--- src/rtl/song_pkg.sv ---
// song_pkg: ROM entry field positions, voice count and FSM states shared by the song sequencer.
package song_pkg;
  localparam int ADV_BIT  = 15;
  localparam int NOTE_MSB = 14;
  localparam int NOTE_LSB = 9;
  localparam int DUR_MSB  = 8;
  localparam int DUR_LSB  = 3;
  localparam int META_MSB = 2;
  localparam int META_LSB = 0;
  localparam logic [5:0] NOTE_REST = 6'd0;
  localparam int NUM_VOICES = 3;
  typedef enum logic [2:0] {IDLE, ADDR, DECODE, WAIT, NEXT, DONE} state_t;
  function automatic logic [1:0] next_voice(input logic [1:0] v);
    return v == 2'(NUM_VOICES - 1) ? 2'd0 : v + 2'd1;
  endfunction
endpackage

--- src/rtl/beat_timer.sv ---
// beat_timer: beat-count hold timer; expire flags the qualifying beat that takes it from 1 to 0.
module beat_timer (
  input  logic       clk,
  input  logic       reset_n,
  input  logic       load,
  input  logic [5:0] dur,
  input  logic       beat,
  input  logic       en,
  output logic       expire
);
  logic [5:0] cnt;
  assign expire = en && beat && cnt == 6'd1;
  always_ff @(posedge clk or negedge reset_n)
    if (!reset_n) cnt <= '0;
    else if (load) cnt <= dur;
    else if (en && beat && cnt != '0) cnt <= cnt - 6'd1;
endmodule

--- src/rtl/song_sequencer.sv ---
// song_sequencer: fetches song ROM entries, dispatches notes round-robin to three voices, holds on advance entries.
module song_sequencer
  import song_pkg::*;
#(
  parameter int SONG_BITS = 2
) (
  input  logic                 clk,
  input  logic                 reset_n,
  input  logic                 play,
  input  logic [SONG_BITS-1:0] song_sel,
  input  logic                 beat,
  input  logic [15:0]          rom_dout,
  output logic [6:0]           rom_addr,
  output logic [5:0]           note_out,
  output logic [5:0]           dur_out,
  output logic [2:0]           meta_out,
  output logic [2:0]           note_load,
  output logic                 busy,
  output logic                 song_done
);
  localparam int EW = 7 - SONG_BITS;
  state_t state, nxt;
  logic [SONG_BITS-1:0] song_q;
  logic [EW-1:0] entry;
  logic [1:0] vp;
  logic [5:0] note_q, dur_q, rnote, rdur;
  logic [2:0] meta_q, rmeta;
  logic chg, start, ld, adv_wait, expire;
  always_comb begin
    rnote = rom_dout[NOTE_MSB:NOTE_LSB];
    rdur = rom_dout[DUR_MSB:DUR_LSB];
    rmeta = rom_dout[META_MSB:META_LSB];
    chg = state inside {ADDR, DECODE, WAIT, NEXT} && play && song_sel != song_q;
    start = chg || (state == IDLE && play);
    ld = state == DECODE && rnote != NOTE_REST;
    adv_wait = state == DECODE && rom_dout[ADV_BIT] && rdur != '0;
    nxt = state;
    if (chg) nxt = ADDR;
    else
      case (state)
        IDLE:    nxt = play ? ADDR : IDLE;
        ADDR:    nxt = play ? DECODE : ADDR;
        DECODE:  nxt = adv_wait ? WAIT : NEXT;
        WAIT:    nxt = expire ? NEXT : WAIT;
        NEXT:    nxt = !play ? NEXT : &entry ? DONE : ADDR;
        DONE:    nxt = play ? DONE : IDLE;
        default: nxt = IDLE;
      endcase
  end
  // Load fields come straight off the registered ROM data in DECODE; the hold registers keep them afterwards.
  assign note_load = ld ? 3'b001 << vp : 3'b000;
  assign note_out = ld ? rnote : note_q;
  assign dur_out = ld ? rdur : dur_q;
  assign meta_out = ld ? rmeta : meta_q;
  assign busy = state != IDLE;
  beat_timer u_timer (
    .clk(clk),
    .reset_n(reset_n),
    .load(adv_wait && !chg),
    .dur(rdur),
    .beat(beat),
    .en(state == WAIT && play),
    .expire(expire)
  );
  always_ff @(posedge clk or negedge reset_n)
    if (!reset_n) begin
      state <= IDLE;
      song_q <= '0;
      entry <= '0;
      vp <= '0;
      rom_addr <= '0;
      note_q <= '0;
      dur_q <= '0;
      meta_q <= '0;
      song_done <= 1'b0;
    end else begin
      state <= nxt;
      song_done <= state == NEXT && nxt == DONE;
      if (ld) begin
        note_q <= rnote;
        dur_q <= rdur;
        meta_q <= rmeta;
      end
      if (start) begin
        song_q <= song_sel;
        entry <= '0;
        vp <= '0;
        rom_addr <= {song_sel, EW'(0)};
      end else begin
        if (ld) vp <= next_voice(vp);
        if (state == NEXT && nxt == ADDR) begin
          entry <= entry + EW'(1);
          rom_addr <= {song_q, entry + EW'(1)};
        end
      end
    end
endmodule

--- config.mk ---
export PLATFORM = sky130hd
export DESIGN_NAME = song_sequencer
export DESIGN_NICKNAME = d
export VERILOG_FILES = /design/src/rtl/song_pkg.sv /design/src/rtl/beat_timer.sv /design/src/rtl/song_sequencer.sv
export SDC_FILE = /design/constraint.sdc
export NUM_CORES = 1
export LEC_CHECK = 0
export ABC_AREA = 0
export CORE_AREA = 4 4 53 90
export CTS_CLUSTER_SIZE = 28
export DETAILED_ROUTE_END_ITERATION = 8
export DIE_AREA = 0 0 57 94
export GPL_TIMING_DRIVEN = 0
export PLACE_DENSITY = 0.76
export RECOVER_POWER = 25
export SYNTH_ARGS = -nofsm -noshare
export SYNTH_HDL_FRONTEND = slang
export SYNTH_SLANG_ARGS = --single-unit
--- constraint.sdc ---
create_clock -name clk -period 3 [get_ports clk]
set_input_delay 0.75 -clock clk [delete_from_list [all_inputs] [get_ports clk]]
set_output_delay 0.75 -clock clk [all_outputs]
set_load 0.03 [all_outputs]
Figure 1. Clock wiring as the flow saved it (run 1).
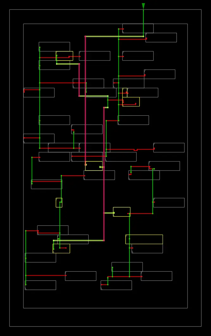
total CTS buffers: 5
flip-flops: 36
total clock network power: 418 uW
clk_skew: 6.25 ps
CLK BUF: 6

Figure 2. Sizing map (run 1).
Scale bar: 20 um.
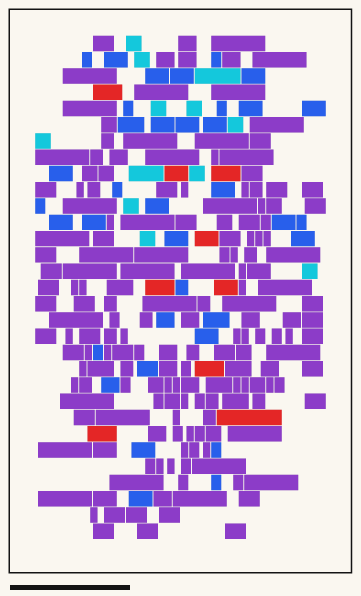
color	size	cells	most used
cyan	drive 3 to 4	12	buf_4
red	drive 6 and up	9	clkbuf_8
blue	drive 2	36	mux2_2
purple	drive 1 or less	172	dfrtp_1
worst setup margin: 67.3 ps
Layout area overhead: 33.6%

Figure 3. Where the registers sit (run 1).
Scale bar: 20 um. Other sequential cells in the stronger gray, the rest of the logic in the fainter gray.
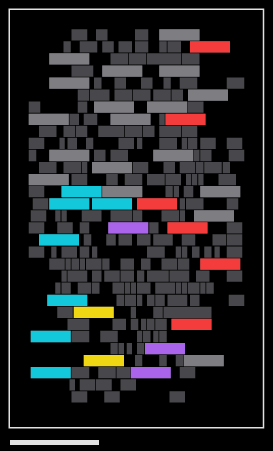
color	name in the netlist	flops
red	`u_timer.cnt`	6
cyan	`rom_addr`	7
yellow	`song_q`	2
purple	`state`	3
register area: 901 sq um
seq pwr: 785 uW

## run 1: where the power goes
| part | switching [mW] | total, mW | internal [mW] |
|---|---|---|---|
| combinational | 0.708 | 1.21 | 0.501 |
| clock | 0.172 | 0.418 | 0.247 |
| sequential | 0.112 | 0.785 | 0.674 |
| total | 0.991 | 2.41 | 1.42 |
## run 1: cell usage after synthesis, drive strengths merged, types with 2 or more instances
cell	instances
a21oi	7
a221o	3
and3b	2
buf	4
clkbuf	3
dfrtp	36
ha	5
inv	6
mux2	21
mux2i	6
nand2	20
nand2b	6
nand3	3
nand4	2
nor2	6
nor2b	3
nor3	2
nor3b	3
nor4	3
o211ai	2
o21ai	8
o31ai	2
xnor2	2
xor2	2
## run 1: stage by stage
stage / setup TNS [ps] / cells / hold WS [ps] / area [sq um]
6_report: 0 / 278 / 492 / 2500
5_1_grt: -53.3 / 278 / 520 / 2500
4_1_cts: 0 / 278 / 499 / 2500
3_5_place_dp: -9600 / 269 / 482 / 2410
3_3_place_gp: -9570 / 269 / 472 / 2420
2_1_floorplan: 0 / 172 / 454 / 1880
## run 1: registers in the layout, summed over array words and instances, names as in the netlist
name and count:
vp 2, note_q 6, dur_q 6, meta_q 3
state 3, rom_addr 7, song_q 2, song_done 1
u_timer.cnt 6
## run 1: per-layer routing
| layer | wire length, um | share of wire |
|---|---|---|
| met1 | 1550 | 0.37 |
| met2 | 2360 | 0.56 |
| met3 | 168 | 0.040 |
| met4 | 142 | 0.034 |
| met5 | 0 | 0 |
## run 1: worst paths after layout
| kind | startpoint | to | slack (ps) | depth (start not counted) |
|---|---|---|---|---|
| hold / removal | meta_q[2] | meta_q[2] | 490 | 1 |
| setup / recovery | rom_dout[14] | meta_out[1] | 70 | 6 |
| hold reg to reg | meta_q[2] | meta_q[2] | 490 | 1 |
| setup reg to reg | rom_addr[0] | rom_addr[1] | 590 | 8 |
| min in group asynchronous | reset_n | rom_addr[5] | 970 | 1 |
| max in group asynchronous | reset_n | note_q[2] | 920 | 1 |
## run 1: logic make-up (layout without fill, tap and decap cells)
| family | count (synthesis) | after routing | share of synthesized area |
|---|---|---|---|
| and+or+nand+nor | 58 | 58 | 0.169 |
| AOI/OAI and AO/OA | 29 | 29 | 0.108 |
| muxes | 27 | 27 | 0.158 |
| adders and majority gates | 5 | 5 | 0.0334 |
| DFF | 36 | 36 | 0.480 |
| buffers and inverters | 13 | 70 | 0.0327 |
| xor gates and xnor gates | 4 | 4 | 0.0187 |
## run 1: repair_timing
| item | 4_1_cts | 5_1_grt |
|---|---|---|
| setup buffers | 0 | 0 |
| setup endpoints to repair | 18 | 14 |
| gates cloned | 1 | 0 |
| pin swaps | 2 | 1 |
| gates resized | 106 | 3 |
## run 1: cell type report
cell class                 instances  area, sq um  share of cell area
buffer                             7         51.3              0.0205
clock buffer                       6         72.6              0.0290
clock inverter                     2         35.0              0.0140
inverter                           6         22.5             0.00899
multi-input combinational        123          940               0.375
sequential                        36          901               0.360
tap                               49         61.3              0.0245
timing repair buffer              49          422               0.168
==> impl_metrics.json, run 1 <==
{
  "status": "finished with violations",
  "violations": "capacitance limit, slew limit",
  "first_pass_iters": 4,
  "warnings": 29,
  "path_delay_family": "buffers and inverters",
  "drcViolationCount": 0,
  "fillCellCount": 375,
  "ys_seq_share": 0.480,
  "maxCapViolations": 1,
  "cts_tree": "yes",
  "drt-wirelength-per-cell_um": 15.2,
  "yosysWarnings": 0,
  "core_area_sq_mm": 0.00411,
  "ir_drop_v": 0.000587,
  "drive_gt1_frac": 0.249,
  "crit_path_end_kind": "primary output",
  "p_leak_nw": 1.08,
  "crit_arrival_ps": 2180,
  "max_stage_delay_ps": 480,
  "critPathRequiredTime_ps": 2250,
  "fin_crit_sh": 0.978,
  "cts-htree-levels": 2,
  "layout_min_cycle_time_ps": 2930,
  "postSynthNetCount": 199,
  "tightest_slew_ps": 1910,
  "slew_viol_final": 37,
  "start_kind": "input port",
  "fmax_mhz": 341,
  "num_vias": 1510,
  "ioPinCount": 49,
  "ctsHoldBuffers": 0,
  "dpl.hpwl_mm": 3.18,
  "finalHoldViolCount": 0,
  "grt_pass1_vias": 1574,
  "ys.flop_type": "dfrtp_1",
  "cts_sinks": 36,
  "layout.cells.most_common": "dfrtp_1",
  "drt-vias-per-instance": 5.43,
  "syn_avg_cell_area_sq_um": 10.9,
  "grt-busiest-layer": "met2",
  "yosys_cells": 172,
  "path_max_fanout": 5,
  "async_flop_share": 1.00,
  "antenna_found_initial": 0,
  "fp_util": 0.456,
  "die_w_um": 57,
  "edf_count": 0,
  "clk_root_buffer_cell": "clkbuf_8"
}
Figure 4. A small window of the routed layout (run 1).
Window x 27 to 57, y 8 to 38 um. Cells in gray, sequential cells in the stronger gray; small squares are vias.
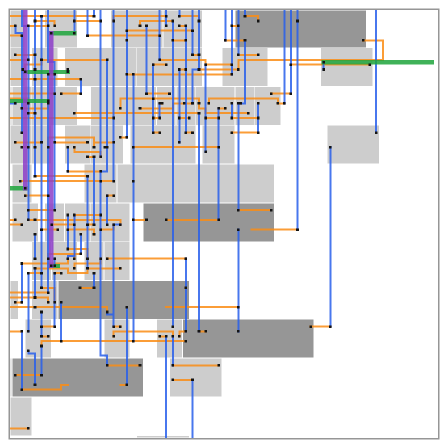

==> run 2, diff against run 1 <==
--- a/config.mk
+++ b/config.mk
@@ -7,10 +7,9 @@
 export LEC_CHECK = 0
 export ABC_AREA = 0
 export CORE_AREA = 4 4 53 90
-export CTS_CLUSTER_SIZE = 28
+export CTS_CLUSTER_SIZE = 30
 export DETAILED_ROUTE_END_ITERATION = 8
 export DIE_AREA = 0 0 57 94
-export GPL_TIMING_DRIVEN = 0
 export PLACE_DENSITY = 0.76
 export RECOVER_POWER = 25
 export SYNTH_ARGS = -nofsm -noshare
Figure 5. A small window of the routed layout (run 2).
Window x 27 to 57, y 8 to 38 um. Cells in gray, sequential cells in the stronger gray; small squares are vias.
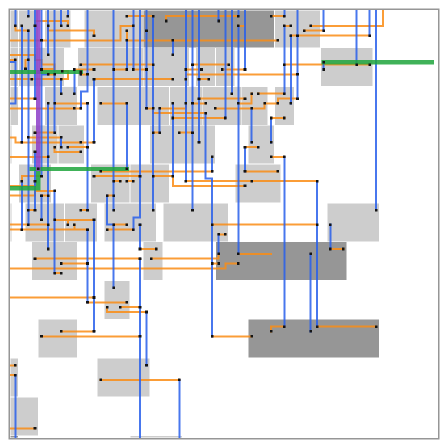
color	layer
blue	met2
green	met3
orange	met1
purple	met4
sequential cells in the window	3
netlist names of flops here include	`u_timer.cnt` (2), `song_done` (1)
cells with their middle in the window	39
most frequent	inv_1 (4), clkdlybuf4s50_1 (4)

Figure 6. Where the registers sit (run 2).
Scale bar: 20 um. Other sequential cells in the stronger gray, the rest of the logic in the fainter gray.
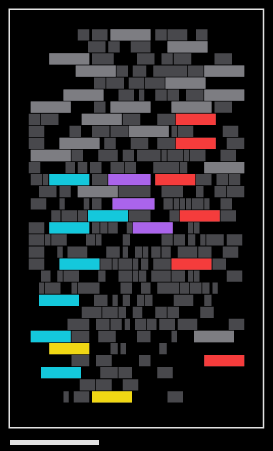
color	name in the netlist	flops
red	`u_timer.cnt`	6
purple	`state`	3
cyan	`rom_addr`	7
yellow	`song_q`	2
not colored	18
register area: 903 sq um
Util after Layout: 0.622
seq pwr: 791 uW
sequential cell area share: 0.353

==> run 2 against run 1 <==
The run still ends with capacitance limit, slew limit left. Sequential share of layout area down 0.66 points. Clock-buffer cell count up 1. Cell count up 0.72%. Clock skew up 2.3 ps. Global-route usage up 1.1 points. Setup slack worse by 9.1 ps. Cell area up 2.1%. Critical path depth unchanged. Critical endpoint is now dur_out[1]. Highest routed layer unchanged.
==> impl_metrics.json, run 2 <==
{
  "status": "finished with violations",
  "violations": "capacitance limit, slew limit",
  "reg2reg_depth": 8,
  "stdcell_count": 280,
  "drt-wirelength-per-cell_um": 15.8,
  "fmax_mhz": 340,
  "cts_tree": "yes",
  "edf_count": 0,
  "tightest_slew_ps": 1960,
  "synth-xor-area-share": 0.0187,
  "ys_seq_share": 0.480,
  "die_w_um": 57,
  "maxCapViolations": 1,
  "async_flop_share": 1.00,
  "yosysWarnings": 0,
  "ioPinCount": 49,
  "fin_crit_sh": 0.981,
  "logic_family": "simple AND/OR/NAND/NOR gates",
  "warnings": 28,
  "ir_drop_v": 0.000462,
  "crit_path_end_kind": "primary output",
  "numCtsBuffers": 5,
  "layout.cells.most_common": "dfrtp_1",
  "slew_viol_final": 37,
  "core_area_sq_mm": 0.00411,
  "p_leak_nw": 1.13,
  "holdPathEnd": "rom_addr[5]"
}
Figure 7. Clock wiring as the flow saved it (run 2).
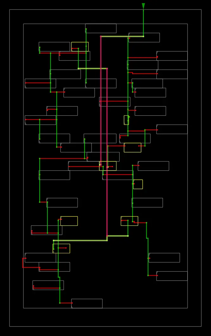
clk_lat worst skew: 300 ps
total clock network power: 366 uW
CLK BUF: 7
clk_skew: 8.54 ps
clk sinks: 36

-- run 2: layout make-up --
type,instances,area [sq um]
Fill cell,361,1550
Multi-Input combinational cell,123,943
Sequential cell,36,903
Timing Repair Buffer,58,534
Clock buffer,7,86.3
Tap cell,49,61.3
Inverter,6,22.5
Clock inverter,1,7.51
-- run 2: where the power goes --
group	leakage [nW]	switching [mW]	total, mW	internal (mW)
combinational	0.641	0.719	1.29	0.569
clock	0.0445	0.179	0.366	0.187
sequential	0.443	0.115	0.791	0.676
-- run 2: worst max-delay path, stage by stage --
cell	delay, ps
clkdlybuf4s50_1	480
nor2_1	80
a21oi_4	190
buf_6	160
mux2_2	350
buf_4	170
-- run 2: per-stage QoR --
| step | area, sq um | power, mW |
|---|---|---|
| global placement | 2410 | 2.04 |
| finish | 2560 | 2.44 |
| CTS | 2530 | 2.47 |
| floorplan | 1880 | 1.60 |
| detailed placement | 2410 | 2.07 |
| global route | 2560 | 2.60 |
-- run 2: cell families after synthesis --
| kind of cell | Yosys count |
|---|---|
| xor+xnor | 4 |
| fa+ha+maj | 5 |
| mux | 27 |
| simple gates | 58 |
| compound gates | 29 |
| buf+inv | 13 |
| flops | 36 |
-- run 2: worst max path at each step --
stage / depth (start not counted) / endpoint / slack, ps
global route: 6 / note_out[4] / 7
CTS: 6 / dur_out[0] / 8
finish: 6 / dur_out[1] / 60
global placement: 6 / dur_out[1] / -30
floorplan: 5 / note_load[0] / 550
detailed placement: 6 / dur_out[1] / -70
-- run 2: repair_timing --
item | CTS | global route
pin swaps | 2 | 2
cloned | 1 | 0
hold buffers | 0 | 0
endpoints found under the setup margin | 16 | 16
resized | 6 | 8
-- run 2: layer usage --
metal / track usage / routed length [um]
met1: 0.198 / 1700
met2: 0.328 / 2500
met3: 0.0330 / 145
met4: 0.0812 / 87
met5: 0 / 0
Power figures rest on the tool's default switching activity, not on a simulated workload.
